### src/rtl/flow_cpu_pkg.sv
// rtl/flow_cpu_pkg.sv - shared types and constants for the flow_cpu pipeline
// Contents: fetch_state_t (S_REQ/S_HOLD/S_DROP), NOP_INST, DEFAULT_RESET_PC.
package flow_cpu_pkg;

  typedef enum logic [1:0] {
    S_REQ  = 2'd0,  // request outstanding
    S_HOLD = 2'd1,  // fetched word parked in the hold buffer while ID stalls
    S_DROP = 2'd2   // stale response still in flight after a redirect
  } fetch_state_t;

  localparam logic [31:0] NOP_INST         = 32'h0000_0000;
  localparam logic [31:0] DEFAULT_RESET_PC = 32'h0000_0000;

endpackage

### src/rtl/fetch_buffer.sv
// rtl/fetch_buffer.sv - single-entry hold register for a fetched instruction word
// Ports:
//   clk, rst      clock, synchronous active-high reset
//   load, data    capture data into the entry
//   clear         empty the entry (wins over load)
//   q, full       held word and occupancy flag
module fetch_buffer
  import flow_cpu_pkg::*;
(
  input  logic        clk,
  input  logic        rst,
  input  logic        load,
  input  logic        clear,
  input  logic [31:0] data,
  output logic [31:0] q,
  output logic        full
);

  always_ff @(posedge clk) begin
    if (rst) begin
      q    <= NOP_INST;
      full <= 1'b0;
    end else if (clear) begin
      q    <= NOP_INST;
      full <= 1'b0;
    end else if (load) begin
      q    <= data;
      full <= 1'b1;
    end
  end

endmodule

### src/rtl/fetch_stage.sv
// rtl/fetch_stage.sv - MIPS instruction-fetch stage driving the IF/ID register
// Optional feature macro: FETCH_PERF_CNT_EN (fetch/stall performance counters).
// Ports:
//   clk, rst                    clock, synchronous active-high reset
//   stall                       ID cannot accept an instruction this cycle
//   redirect_valid, redirect_pc taken branch/jump target from ID
//   imem_req, imem_addr         single-outstanding instruction memory request
//   imem_rvalid, imem_rdata     instruction memory response
//   if_id_inst/pc4/valid        IF/ID pipeline register
//   perf_fetch_cnt/stall_cnt    performance counters (0 when feature disabled)
module fetch_stage
  import flow_cpu_pkg::*;
#(
  parameter logic [31:0] RESET_PC = DEFAULT_RESET_PC
) (
  input  logic        clk,
  input  logic        rst,
  input  logic        stall,
  input  logic        redirect_valid,
  input  logic [31:0] redirect_pc,
  output logic        imem_req,
  output logic [31:0] imem_addr,
  input  logic        imem_rvalid,
  input  logic [31:0] imem_rdata,
  output logic [31:0] if_id_inst,
  output logic [31:0] if_id_pc4,
  output logic        if_id_valid,
  output logic [31:0] perf_fetch_cnt,
  output logic [31:0] perf_stall_cnt
);

  fetch_state_t state, state_n;
  logic [31:0]  pc, pc_n, pc_plus4;
  logic         ifid_load, ifid_bubble, ifid_from_buf;
  logic         buf_load, buf_clear, buf_full;
  logic [31:0]  buf_q;
  logic         unused_redirect_lsbs;

  assign unused_redirect_lsbs = ^redirect_pc[1:0];
  assign pc_plus4 = pc + 32'd4;

  // Request and address come from registers only; rst just masks the request.
  assign imem_req  = (state == S_REQ) && !rst;
  assign imem_addr = pc;

  fetch_buffer u_fetch_buffer (
    .clk   (clk),
    .rst   (rst),
    .load  (buf_load),
    .clear (buf_clear),
    .data  (imem_rdata),
    .q     (buf_q),
    .full  (buf_full)
  );

  always_ff @(posedge clk) begin
    if (rst) begin
      state <= S_REQ;
      pc    <= RESET_PC;
    end else begin
      state <= state_n;
      pc    <= pc_n;
    end
  end

  always_comb begin
    state_n       = state;
    pc_n          = pc;
    ifid_load     = 1'b0;
    ifid_bubble   = 1'b0;
    ifid_from_buf = 1'b0;
    buf_load      = 1'b0;
    buf_clear     = 1'b0;

    if (redirect_valid) begin
      ifid_bubble = 1'b1;
      buf_clear   = 1'b1;
      pc_n        = {redirect_pc[31:2], 2'b00};
      case (state)
        // With the request still in flight its response must be swallowed.
        S_REQ:   state_n = imem_rvalid ? S_REQ : S_DROP;
        S_HOLD:  state_n = S_REQ;
        S_DROP:  state_n = imem_rvalid ? S_REQ : S_DROP;
        default: state_n = S_REQ;
      endcase
    end else begin
      case (state)
        S_REQ: begin
          if (imem_rvalid && !stall) begin
            ifid_load = 1'b1;
            pc_n      = pc_plus4;
          end else if (imem_rvalid) begin
            buf_load = 1'b1;
            state_n  = S_HOLD;
          end else if (!stall) begin
            ifid_bubble = 1'b1;
          end
        end
        S_HOLD: begin
          if (!stall && buf_full) begin
            ifid_load     = 1'b1;
            ifid_from_buf = 1'b1;
            buf_clear     = 1'b1;
            pc_n          = pc_plus4;
            state_n       = S_REQ;
          end
        end
        S_DROP: begin
          if (imem_rvalid) state_n = S_REQ;
        end
        default: state_n = S_REQ;
      endcase
    end
  end

  always_ff @(posedge clk) begin
    if (rst || ifid_bubble) begin
      if_id_inst  <= NOP_INST;
      if_id_pc4   <= 32'd0;
      if_id_valid <= 1'b0;
    end else if (ifid_load) begin
      if_id_inst  <= ifid_from_buf ? buf_q : imem_rdata;
      if_id_pc4   <= pc_plus4;
      if_id_valid <= 1'b1;
    end
  end

`ifdef FETCH_PERF_CNT_EN
  logic [31:0] fetch_cnt_q, stall_cnt_q;

  always_ff @(posedge clk) begin
    if (rst) begin
      fetch_cnt_q <= 32'd0;
      stall_cnt_q <= 32'd0;
    end else begin
      if (ifid_load)            fetch_cnt_q <= fetch_cnt_q + 32'd1;
      if (stall && if_id_valid) stall_cnt_q <= stall_cnt_q + 32'd1;
    end
  end

  assign perf_fetch_cnt = fetch_cnt_q;
  assign perf_stall_cnt = stall_cnt_q;
`else
  assign perf_fetch_cnt = 32'd0;
  assign perf_stall_cnt = 32'd0;
`endif

endmodule

### config.mk
export PLATFORM = sky130hd
export DESIGN_NAME = fetch_stage
export DESIGN_NICKNAME = d
export VERILOG_FILES = /design/src/rtl/flow_cpu_pkg.sv /design/src/rtl/fetch_buffer.sv /design/src/rtl/fetch_stage.sv
export SDC_FILE = /design/constraint.sdc
export NUM_CORES = 1
export LEC_CHECK = 0
export CORE_UTILIZATION = 49
export DETAILED_ROUTE_END_ITERATION = 12
export PLACE_DENSITY = 0.95
export SYNTH_ARGS = -nofsm -noshare
export SYNTH_HDL_FRONTEND = slang
export SYNTH_SLANG_ARGS = --single-unit
### constraint.sdc
create_clock -name clk -period 2.6 [get_ports clk]
set_input_delay 0.52 -clock clk [delete_from_list [all_inputs] [get_ports clk]]
set_output_delay 0.52 -clock clk [all_outputs]
set_load 0.005 [all_outputs]
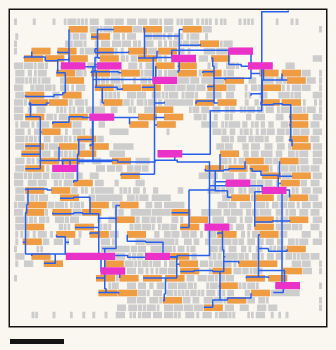
Fig. 1. Clock wires, drivers and flops.
The bar under the picture is 20 µm long.
[flip-flops] orange | count: 128
[clock wires] blue | length: 1600 µm
[cells driving clock nets] magenta | count: 17
routed clock nets: 18
clock power share: 0.478
clk latency late pin: 0.41 ns
P_clk: 2450 µW
Worst Skew: 0.00463 ns

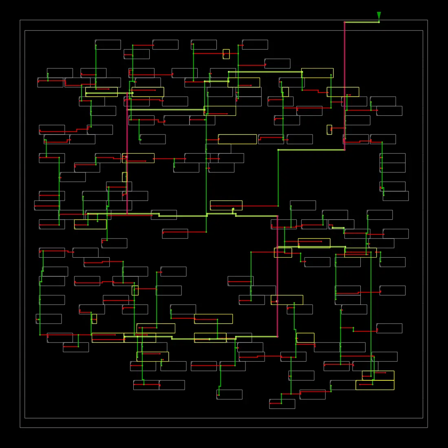
Fig. 2. The clock network.
clk sinks: 128
num sequential: 128
clock buffers: 22
TritonCTS Buffers: 17

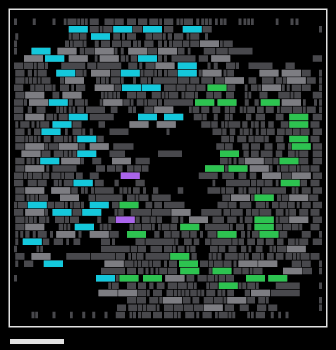
Fig. 3. Register map, names as in the netlist.
The bar under the picture is 20 µm long.
[state] purple | flops: 2
[imem_addr] green | flops: 30
[if_id_inst] cyan | flops: 32

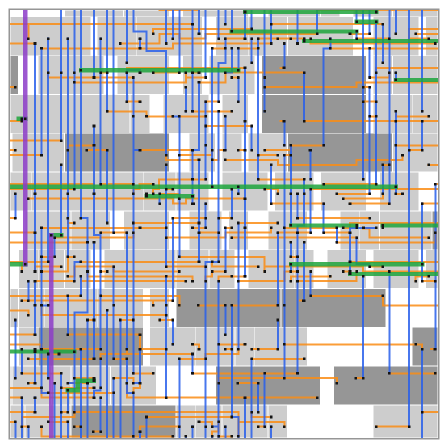
Fig. 4. A small window of the routed layout.
Region (73, 14) to (103, 44) µm. Cells in gray, sequential cells in the stronger gray; small squares are vias.
[met1] orange
[met4] purple
[met2] blue
[met3] green
cells with their middle in the window: 81
sequential cells in the window: 10
netlist names of flops here include: imem_addr (8), if_id_pc4 (2)
most frequent: nor2_1 (15), dfxtp_1 (10)

==> flow_metrics.env <==
# source this file to load flow results
export IMPL_status="finished, final reports clean"
export IMPL_synthAdderAreaFrac=0.00192
export IMPL_clockBufferDepth=2
export IMPL_grt_met1_usage=0.300
export IMPL_grtUsageTotal=0.248
export IMPL_hp_class="reg2reg"
export IMPL_top_regs="if_id_inst: 32 flops, u_fetch_buffer.q: 32 flops"
export IMPL_path_clk_slew_ns=0.05
export IMPL_timing_rr_start="imem_addr[2]"
export IMPL_worst_path_stages=2
export IMPL_synthCells=753
export IMPL_grt_pass1_vias=5347
export IMPL_switching_power_uw=1170
export IMPL_tap_cells=172
export IMPL_core_area_um2=12800
export IMPL_utilization=0.676
export IMPL_setup_ws_ns=0.319
export IMPL_netlist_top_cells_count="dfxtp_1, nor2_1, nand2_1"
export IMPL_total_power_uw=5120
export IMPL_top_layer_used="met4"
export IMPL_pre_cts_ws_ns=0.170
export IMPL_clkCellAreaFrac=0.0694
export IMPL_worstSetupEndpoint="imem_req"
export IMPL_comb_share=0.392
export IMPL_power_group_top="clock"
export IMPL_setup_viol=0
export IMPL_top_usage_layer="met2"
export IMPL_met3_usage=0.0814
export IMPL_ys_sh_mux=0.0546
export IMPL_crit_type="reg2out"
export IMPL_ys_async_sr_fraction=0
export IMPL_antenna_cells=0
export IMPL_dp_hpwl_um=11300
export IMPL_hold_buffers=0
export IMPL_syn2layout_area_growth_pct=32.6
export IMPL_die_w_um=117
export IMPL_max_freq_mhz=438
export IMPL_cap_viol_max_count=0
export IMPL_rr_worst_depth=7
Power is estimated from default activity; no workload was simulated.
